`config.mk`:
```
export PLATFORM = sky130hd
export DESIGN_NAME = eng_ucq_port
export DESIGN_NICKNAME = d
export VERILOG_FILES = /design/src/rtl/eng_ucq_port.sv
export SDC_FILE = /design/constraint.sdc
export NUM_CORES = 1
export LEC_CHECK = 0
export CAP_MARGIN = 0
export CORE_MARGIN = 2
export CORE_UTILIZATION = 29
export DETAILED_ROUTE_END_ITERATION = 8
export RECOVER_POWER = 50
export SLEW_MARGIN = 20
export SYNTH_ARGS = -nofsm -noshare
export SYNTH_HDL_FRONTEND = slang
export SYNTH_SLANG_ARGS = --single-unit
export TNS_END_PERCENT = 5
```
`constraint.sdc`:
```
create_clock -name clk -period 5.4 [get_ports clk]
set_input_delay 0.81 -clock clk [delete_from_list [all_inputs] [get_ports clk]]
set_output_delay 0.81 -clock clk [all_outputs]
set_load 0.02 [all_outputs]
```
`src/rtl/eng_ucq_port.sv`:
```
// Engine-side endpoint of the unit-clause arbiter link: sorted de-duplicated
// implied-literal queue (UCQ_IN), broadcast FIFO (UCQ_OUT) and stall status FSM.
module eng_ucq_port #(
  parameter int unsigned LIT_W     = 16,
  parameter int unsigned IN_DEPTH  = 8,
  parameter int unsigned OUT_DEPTH = 8
) (
  input  logic             clk,
  input  logic             rst,
  input  logic [LIT_W-1:0] eng_imp_lit,
  input  logic             eng_imp_valid,
  output logic             eng_imp_ready,
  input  logic             eng_idle,
  output logic [LIT_W-1:0] eng2uca_min,
  output logic             eng2uca_valid,
  output logic             eng2uca_empty,
  input  logic             uca2eng_pop,
  input  logic [LIT_W-1:0] uca2eng_lit,
  input  logic             uca2eng_push,
  output logic             eng2uca_full,
  output logic             eng2uca_stall,
  output logic [LIT_W-1:0] eng_bc_lit,
  output logic             eng_bc_valid,
  input  logic             eng_bc_ready,
  input  logic             uca_flush
);

  localparam int unsigned IN_CW  = $clog2(IN_DEPTH + 1);
  localparam int unsigned OUT_AW = $clog2(OUT_DEPTH);
  localparam int unsigned OUT_CW = OUT_AW + 1;

  typedef enum logic [1:0] {
    S_IDLE,
    S_ACTIVE,
    S_DRAIN
  } state_t;

  // UCQ_IN storage: slots at or above r_in_count are always held at zero
  logic [LIT_W-1:0]    r_in_q [IN_DEPTH];
  logic [IN_CW-1:0]    r_in_count;

  logic [LIT_W-1:0]    w_in_after [IN_DEPTH];
  logic [LIT_W-1:0]    w_in_next  [IN_DEPTH];
  logic [IN_DEPTH-1:0] w_in_lt;
  logic                w_in_pop;
  logic                w_in_dup;
  logic                w_in_push;
  logic [IN_CW-1:0]    w_in_cnt_after;
  logic [IN_CW-1:0]    w_in_cnt_next;

  logic [LIT_W-1:0]    r_out_mem [OUT_DEPTH];
  logic [OUT_AW-1:0]   r_wp;
  logic [OUT_AW-1:0]   r_rp;
  logic [OUT_CW-1:0]   r_out_count;
  logic                w_out_full;
  logic                w_out_rd;
  logic                w_out_wr;

  state_t              r_state;
  logic                w_any_push;
  logic                w_both_empty;

  assign eng_imp_ready = (r_in_count != IN_CW'(IN_DEPTH));
  assign eng2uca_valid = (r_in_count != '0);
  assign eng2uca_empty = (r_in_count == '0);
  assign eng2uca_min   = r_in_q[0];

  assign w_out_full    = (r_out_count == OUT_CW'(OUT_DEPTH));
  assign eng2uca_full  = w_out_full;
  assign eng_bc_valid  = (r_out_count != '0);
  assign eng_bc_lit    = (r_out_count != '0) ? r_out_mem[r_rp] : '0;
  assign w_out_rd      = (r_out_count != '0) && eng_bc_ready;
  assign w_out_wr      = uca2eng_push && (!w_out_full || w_out_rd);

  assign w_any_push    = w_in_push || w_out_wr;
  assign w_both_empty  = (r_in_count == '0) && (r_out_count == '0);
  assign eng2uca_stall = (r_state == S_IDLE) && eng_idle;

  // Pop is applied first (shift down), then the new literal is inserted at the
  // first slot whose post-pop value is not below it; larger entries shift up.
  always_comb begin
    w_in_pop = uca2eng_pop && (r_in_count != '0);
    w_in_dup = 1'b0;
    for (int unsigned i = 0; i < IN_DEPTH; i++) begin
      if ((IN_CW'(i) < r_in_count) && (r_in_q[i] == eng_imp_lit)) begin
        w_in_dup = 1'b1;
      end
    end
    w_in_push = eng_imp_valid && eng_imp_ready && (eng_imp_lit != '0) && !w_in_dup;

    for (int unsigned i = 0; i < IN_DEPTH - 1; i++) begin
      w_in_after[i] = w_in_pop ? r_in_q[i+1] : r_in_q[i];
    end
    w_in_after[IN_DEPTH-1] = w_in_pop ? '0 : r_in_q[IN_DEPTH-1];
    w_in_cnt_after = r_in_count - IN_CW'(w_in_pop);

    for (int unsigned i = 0; i < IN_DEPTH; i++) begin
      w_in_lt[i] = (IN_CW'(i) < w_in_cnt_after) && (w_in_after[i] < eng_imp_lit);
    end

    w_in_next[0] = (!w_in_push || w_in_lt[0]) ? w_in_after[0] : eng_imp_lit;
    for (int unsigned i = 1; i < IN_DEPTH; i++) begin
      if (!w_in_push || w_in_lt[i]) begin
        w_in_next[i] = w_in_after[i];
      end else if (w_in_lt[i-1]) begin
        w_in_next[i] = eng_imp_lit;
      end else begin
        w_in_next[i] = w_in_after[i-1];
      end
    end
    w_in_cnt_next = w_in_cnt_after + IN_CW'(w_in_push);
  end

  always_ff @(posedge clk or negedge rst) begin
    if (!rst) begin
      for (int unsigned i = 0; i < IN_DEPTH; i++) begin
        r_in_q[i] <= '0;
      end
      r_in_count <= '0;
    end else if (uca_flush) begin
      for (int unsigned i = 0; i < IN_DEPTH; i++) begin
        r_in_q[i] <= '0;
      end
      r_in_count <= '0;
    end else begin
      for (int unsigned i = 0; i < IN_DEPTH; i++) begin
        r_in_q[i] <= w_in_next[i];
      end
      r_in_count <= w_in_cnt_next;
    end
  end

  always_ff @(posedge clk) begin
    if (w_out_wr && !uca_flush) begin
      r_out_mem[r_wp] <= uca2eng_lit;
    end
  end

  always_ff @(posedge clk or negedge rst) begin
    if (!rst) begin
      r_wp        <= '0;
      r_rp        <= '0;
      r_out_count <= '0;
    end else if (uca_flush) begin
      r_wp        <= '0;
      r_rp        <= '0;
      r_out_count <= '0;
    end else begin
      if (w_out_wr) begin
        r_wp <= r_wp + 1'b1;
      end
      if (w_out_rd) begin
        r_rp <= r_rp + 1'b1;
      end
      case ({w_out_wr, w_out_rd})
        2'b10:   r_out_count <= r_out_count + 1'b1;
        2'b01:   r_out_count <= r_out_count - 1'b1;
        default: r_out_count <= r_out_count;
      endcase
    end
  end

  always_ff @(posedge clk or negedge rst) begin
    if (!rst) begin
      r_state <= S_IDLE;
    end else if (uca_flush) begin
      r_state <= S_IDLE;
    end else begin
      case (r_state)
        S_IDLE: begin
          if (w_any_push) begin
            r_state <= S_ACTIVE;
          end
        end
        S_ACTIVE: begin
          if (eng_idle) begin
            r_state <= S_DRAIN;
          end
        end
        S_DRAIN: begin
          if (!eng_idle || w_any_push) begin
            r_state <= S_ACTIVE;
          end else if (w_both_empty) begin
            r_state <= S_IDLE;
          end
        end
        default: r_state <= S_IDLE;
      endcase
    end
  end

endmodule
```
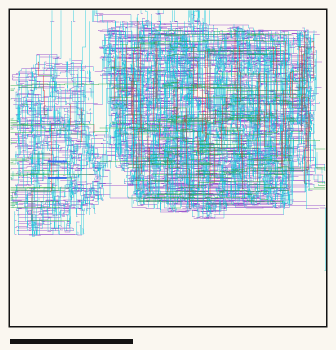
*Wiring by layer, run 1*
Scale bar: 100 um.
purple -> metal 1  # wire length 27.5 mm
blue -> metal 5  # wire length 27.6 um
cyan -> metal 2  # wire length 30.1 mm
red -> metal 4  # wire length 3,010 um
green -> metal 3  # wire length 5,130 um

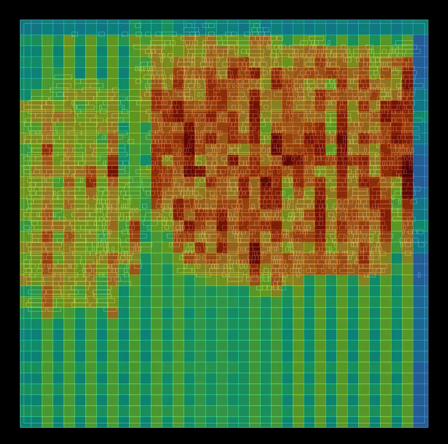
*Congestion heat map, run 1*
GR met2 Demand/Resource: 31.21%
M1 GR Usage: 25.50%
wire length per cell: 23.08 um
global route hottest layer: met2

==> run notes, run 1 <==
run metrics: Resize count post-CTS=0, clk_skew=20.78 ps, Net Switching=5.549 mW, Setup crit end=eng2uca_min[0], CTS H-Tree Depth=1, fin nets=2,139, crit path from=r_in_count[3], Post-Synthesis Cells=1,929, Min Clock Period, post-route=4580 ps, status=complete, but fails checks, total power=11.92 mW, post-synthesis cell area=18,690 um2, Nets at Floorplan=2,098, dpl cell area=20,570 um2, drt total wl=65,770 um, most used cell, CP=nand2_1, largest net degree at the start of global routing=81, Final setup violation count=0, Congestion Overflow GR=0, Die Area=66,500 um2, TritonRoute pass-1 iters=6, Critical Path Slowest Stage Cell=buf_4, CTS clk-pin slew, worst paths=70 ps, worst-case clock buffer depth=3, ys flops=272, Max Clk Rate=218.3 MHz, worst slew pin tran=3060 ps, Slew HR=-104.0%, RSZ-0062 raised after global routing=no, Required @ worst endpoint=5880 ps, final hold vios=0, VDD IR-drop max=0.0003932 V, Int Pwr=6.368 mW, DRC viols=0, I/O pins=78, biggest area consumer among synthesized cells=edfxtp_1, Pins Over Slew Limit=49, tool warnings=26, switching share of power=46.56%, failing checks=max-capacitance violations, max-slew violations, Max-Cap Viols=2, worst hold path class=flop to flop, Placed Cells incl. Taps=2,793, power share of the combinational group=55.3%, number of vias per cell=5.616, Chip Area, Yosys=18,690 um2, CP bufs+invs=1, Setup crit end kind=flop, Synth Seq Share=39.84%, most instantiated logic cell after routing=nand2_1, Sequential Power Share=26.5%, Latency at later pin=600 ps, die x size=257.9 um, number of global-route vias before repair=16,212, critical setup path kind=flop to flop, crit-path max FO=80, Die H=257.9 um, final setup TNS=0 ps, Post-CTS Hold Fix Bufs=0, first-pass GRT wire length=99,830 um, core utilization at floorplan=29.15%, pwr/cell area=551.9 nW/um2, WP data arrival=5060 ps, r2r startpoint=r_in_count[3], Post-synth top flop=dfrtp_1, via count=16,007, cells in synth_stat.txt=1,929, final cell count without fillers=2,850, critical path depth=12, synth warn=0, core footprint=64,120 um2, Yosys cell types=65, Num CTS Buffers=30, clk root buf=clkbuf_16, leak pwr=9.128 nW, finished layout cell area=21,590 um2, total track usage=19.35%, initial antenna violation count=3, Worst path top cell family by delay=simple AND/OR/NAND/NOR gates
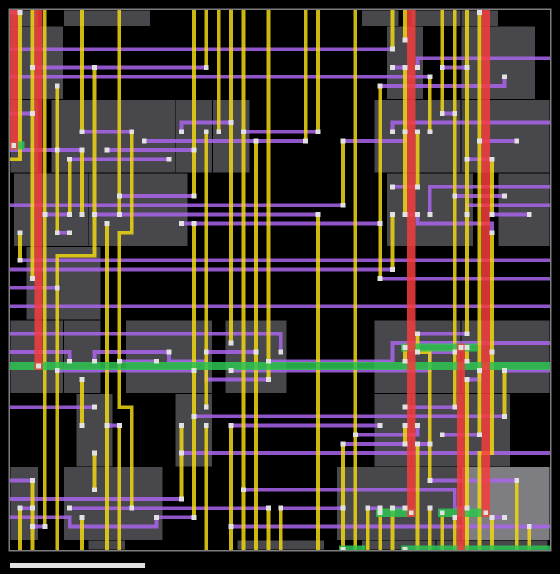
*Close-up of the layout, run 1*
Scale bar: 5 um. Region (119, 171) to (139, 191) um. Cells in gray, sequential cells in the stronger gray; small squares are vias.
green -> metal 3
red -> metal 4
purple -> metal 1
yellow -> metal 2
sequential cells in the window = 0
most frequent = nand2_1 (8), mux2i_1 (5)
cells with their middle in the window = 25

[run 1: how the worst min path moves through the flow]
stage | depth (start not counted) | slack [ps] | startpoint | end
after floorplan | 2 | 490 | r_out_count[2] | r_out_count[2]
after global placement | 2 | 530 | r_out_count[2] | r_out_count[2]
after detailed placement | 2 | 560 | r_out_count[2] | r_out_count[2]
after CTS | 1 | 180 | rst | r_in_q[57]
after global routing | 2 | 590 | r_out_count[2] | r_out_count[2]
final | 2 | 550 | r_out_count[2] | r_out_count[2]
[run 1: cells by family (layout without fill, tap and decap cells)]
group | after synthesis | count (layout) | share of synthesized area [%]
adder cells (fa/ha/maj) | 129 | 129 | 8.675
AND-OR/OR-AND | 400 | 400 | 13.76
multiplexers | 173 | 173 | 11.43
AND/OR/NAND/NOR | 577 | 577 | 14.40
flip-flops | 272 | 272 | 39.84
buffers and inverters | 238 | 303 | 5.335
other | 0 | 1 | 0
XOR/XNOR | 140 | 140 | 6.560
[run 1: cell type report]
type	count	area, um2	share of cell area (%)
multi-input cells	1419	10300	47.68
clock buffers	34	775.7	3.592
clock inverters	22	251.5	1.165
diodes	1	2.502	0.01159
inverters	82	312.8	1.449
repair buffers	165	1436	6.652
well taps	855	1070	4.954
flip-flops and latches	272	7450	34.50
[run 1: Yosys cell counts (58+ instances only)]
cell type / instances
a21oi_1: 107
clkbuf_1: 88
dfrtp_1: 144
edfxtp_1: 128
ha_1: 128
inv_1: 80
mux2i_1: 138
nand2_1: 269
nand3_1: 58
nor2_1: 61
o21ai_0: 95
xnor2_1: 74
xor2_1: 66
[run 1: tightest hold or removal path: cells and delay by family, from the launching register on]
kind	cells	cell delay [ps]
AND-OR/OR-AND	1	60
flip-flops	1	390
AND/OR/NAND/NOR	1	60
[run 1: power by group through the flow]
stage	combinational, mW	clock, mW	sequential [mW]
floorplan	4.69	0	2.85
global placement	6.39	0	3.17
detailed placement	6.47	0	3.17
CTS	6.51	2.20	3.13
global route	7.19	2.29	3.18
finish	6.59	2.17	3.15
[run 1: flip-flops by register name, summed over array words and instances, names as in the netlist]
signal       flops
r_in_q         112
r_wp             3
eng2uca_min     16
r_rp             3
r_in_count       4
r_state          2
r_out_mem      128
r_out_count      4
[run 1: per-stage QoR]
| stage | util [%] | hold slack, ps |
|---|---|---|
| 3_5_place_dp | 32.08 | 558.3 |
| 6_report | 33.68 | 549.1 |
| 3_3_place_gp | 32.08 | 531.4 |
| 4_1_cts | 33.68 | 179.5 |
| 5_1_grt | 33.68 | 590.4 |
| 2_1_floorplan | - | 493.1 |
[run 1: per-layer routing]
layer / up-vias / track usage (%) / wire length (um)
li1: 7130 / - / -
met1: 7969 / 25.50 / 27480
met2: 712 / 31.21 / 30130
met3: 192 / 3.622 / 5129
met4: 4 / 7.932 / 3007
met5: - / 0 / 27
### Sequential cells colored by netlist name, run 1

Scale bar: 100 um. Other sequential cells in the stronger gray, the rest of the logic in the fainter gray.
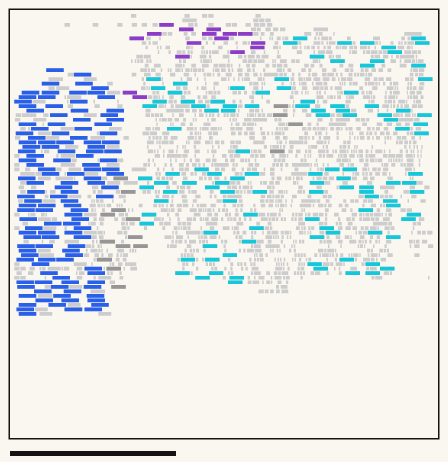

--- run 2 (diff from run 1) ---
==> constraint.sdc (replaced) <==
create_clock -name clk -period 4.5 [get_ports clk]
set_input_delay 0.675 -clock clk [delete_from_list [all_inputs] [get_ports clk]]
set_output_delay 0.675 -clock clk [all_outputs]
set_load 0.02 [all_outputs]
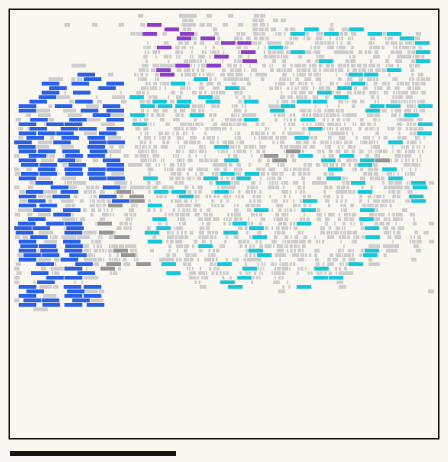
*Sequential cells colored by netlist name, run 2*
Scale bar: 100 um. Other sequential cells in the stronger gray, the rest of the logic in the fainter gray.
purple -> eng2uca_min  # placed flops 16, where north
cyan -> r_in_q  # placed flops 112
blue -> r_out_mem  # placed flops 128
not colored = 16

==> run notes, run 2 <==
run metrics: Congestion Overflow GR=0 (unchanged), Die Area=66,500 um2 (unchanged), aoi share=13.76% (unchanged), Critical Path Slowest Stage Cell=nor4_1 (was buf_4), Required @ worst endpoint=3830 ps (was 5880 ps), worst-case clock buffer depth=3 (unchanged), fin nets=2,214 (was 2,139), Resize count post-CTS=0 (unchanged), WP data arrival=3370 ps (was 5060 ps), GRT met3 Usage=4.152% (was 3.622%), number of global-route vias before repair=16,405 (was 16,212), crit path from=r_out_count[0] (was r_in_count[3]), tool warnings=26 (unchanged), Synth Seq Share=39.84% (unchanged), Latency at later pin=600 ps (about the same), total power=14.70 mW (was 11.92 mW), global route hottest layer=met2 (unchanged), core footprint=64,120 um2 (unchanged), status=complete, but fails checks (unchanged), worst hold path class=input pin to asynchronous set/reset pin (was flop to flop), Min Clock Period, post-route=4049 ps, Pins Over Slew Limit=75 (was 49), failing checks=max-capacitance violations, max-slew violations (unchanged), cells in synth_stat.txt=1,929 (unchanged), Max-Cap Viols=3 (was 2), post-synthesis cell area=18,690 um2 (unchanged), Synth top cell by count=nand2_1 (unchanged), Chip Area, Yosys=18,690 um2 (unchanged), max reg flops=128 (unchanged), crit-path max FO=12 (was 80), power share of the combinational group=58.4% (was 55.3%), I/O pins=78 (unchanged), VDD IR-drop max=0.0004074 V (was 0.0003932 V), finished layout cell area=22,140 um2 (was 21,590 um2), Post-CTS Hold Fix Bufs=0 (unchanged), CTS H-Tree Depth=1 (unchanged)
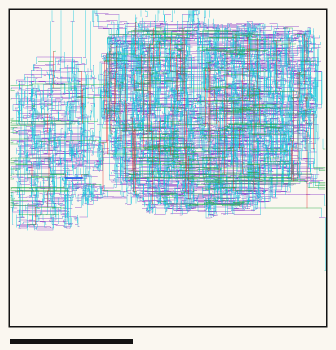
*Wiring by layer, run 2*
Scale bar: 100 um.
green -> metal 3  # wire length 5,690 um
purple -> metal 1  # wire length 28.1 mm
cyan -> metal 2  # wire length 30.5 mm
blue -> metal 5  # wire length 12.9 um
red -> metal 4  # wire length 3,020 um

run 2: cell counts after synthesis:
No cell type changed its count.
run 2: worst max-delay path: cells and delay by family (launching register included):
kind / cells / cell delay (ps)
and+or+nand+nor: 2 / 1350
buffers and inverters: 2 / 980
DFF: 1 / 450
run 2: metrics by stage:
| step | setup WS (ps) | utilization, % | cells |
|---|---|---|---|
| after detailed placement | 160.9 | 33.13 | 2869 |
| after floorplan | 160.6 | - | 1929 |
| final | 450.7 | 34.54 | 2921 |
| after global placement | 204.4 | 33.13 | 2869 |
| after global routing | 268.1 | 34.54 | 2921 |
| after CTS | 537.8 | 34.56 | 2921 |
run 2: cells by family after synthesis:
kind of cell | count (synthesis)
DFF | 272
adders and majority gates | 129
and+or+nand+nor | 577
buffers and inverters | 238
xor gates and xnor gates | 140
AOI/OAI and AO/OA | 400
muxes | 173
run 2: metal layers:
| metal | share of wire [%] | wire length [um] |
|---|---|---|
| met5 | 0.018 | 12 |
| met1 | 42 | 28080 |
| met4 | 4.5 | 3022 |
| met3 | 8.5 | 5691 |
| met2 | 45 | 30480 |
run 2: layout make-up:
| type | count | area [um2] |
|---|---|---|
| Tap cell | 855 | 1070 |
| Sequential cell | 272 | 7448 |
| Inverter | 82 | 312.8 |
| Fill cell | 6482 | 41970 |
| Multi-Input combinational cell | 1419 | 10280 |
| Timing Repair Buffer | 241 | 2116 |
| Clock inverter | 11 | 96.34 |
| Clock buffer | 41 | 820.8 |
run 2: worst min path at each step:
stage                        start        endpoint  slack, ps  cells past startpoint
global route                   rst      r_in_q[62]        200                      1
finish                         rst      r_in_q[62]        140                      1
global placement    r_out_count[2]  r_out_count[2]        520                      2
CTS                            rst      r_in_q[53]        150                      1
detailed placement  r_out_count[2]  r_out_count[2]        550                      2
floorplan                      rst  eng2uca_min[0]        380                      0
run 2: power groups by stage:
stage / clock, mW / combinational, mW / sequential (mW)
global placement: 0 / 8.33 / 3.73
finish: 2.40 / 8.59 / 3.71
global route: 2.53 / 9.32 / 3.74
CTS: 2.44 / 8.48 / 3.69
detailed placement: 0 / 8.44 / 3.73
floorplan: 0 / 5.63 / 3.42
Power is estimated from default activity; no workload was simulated.
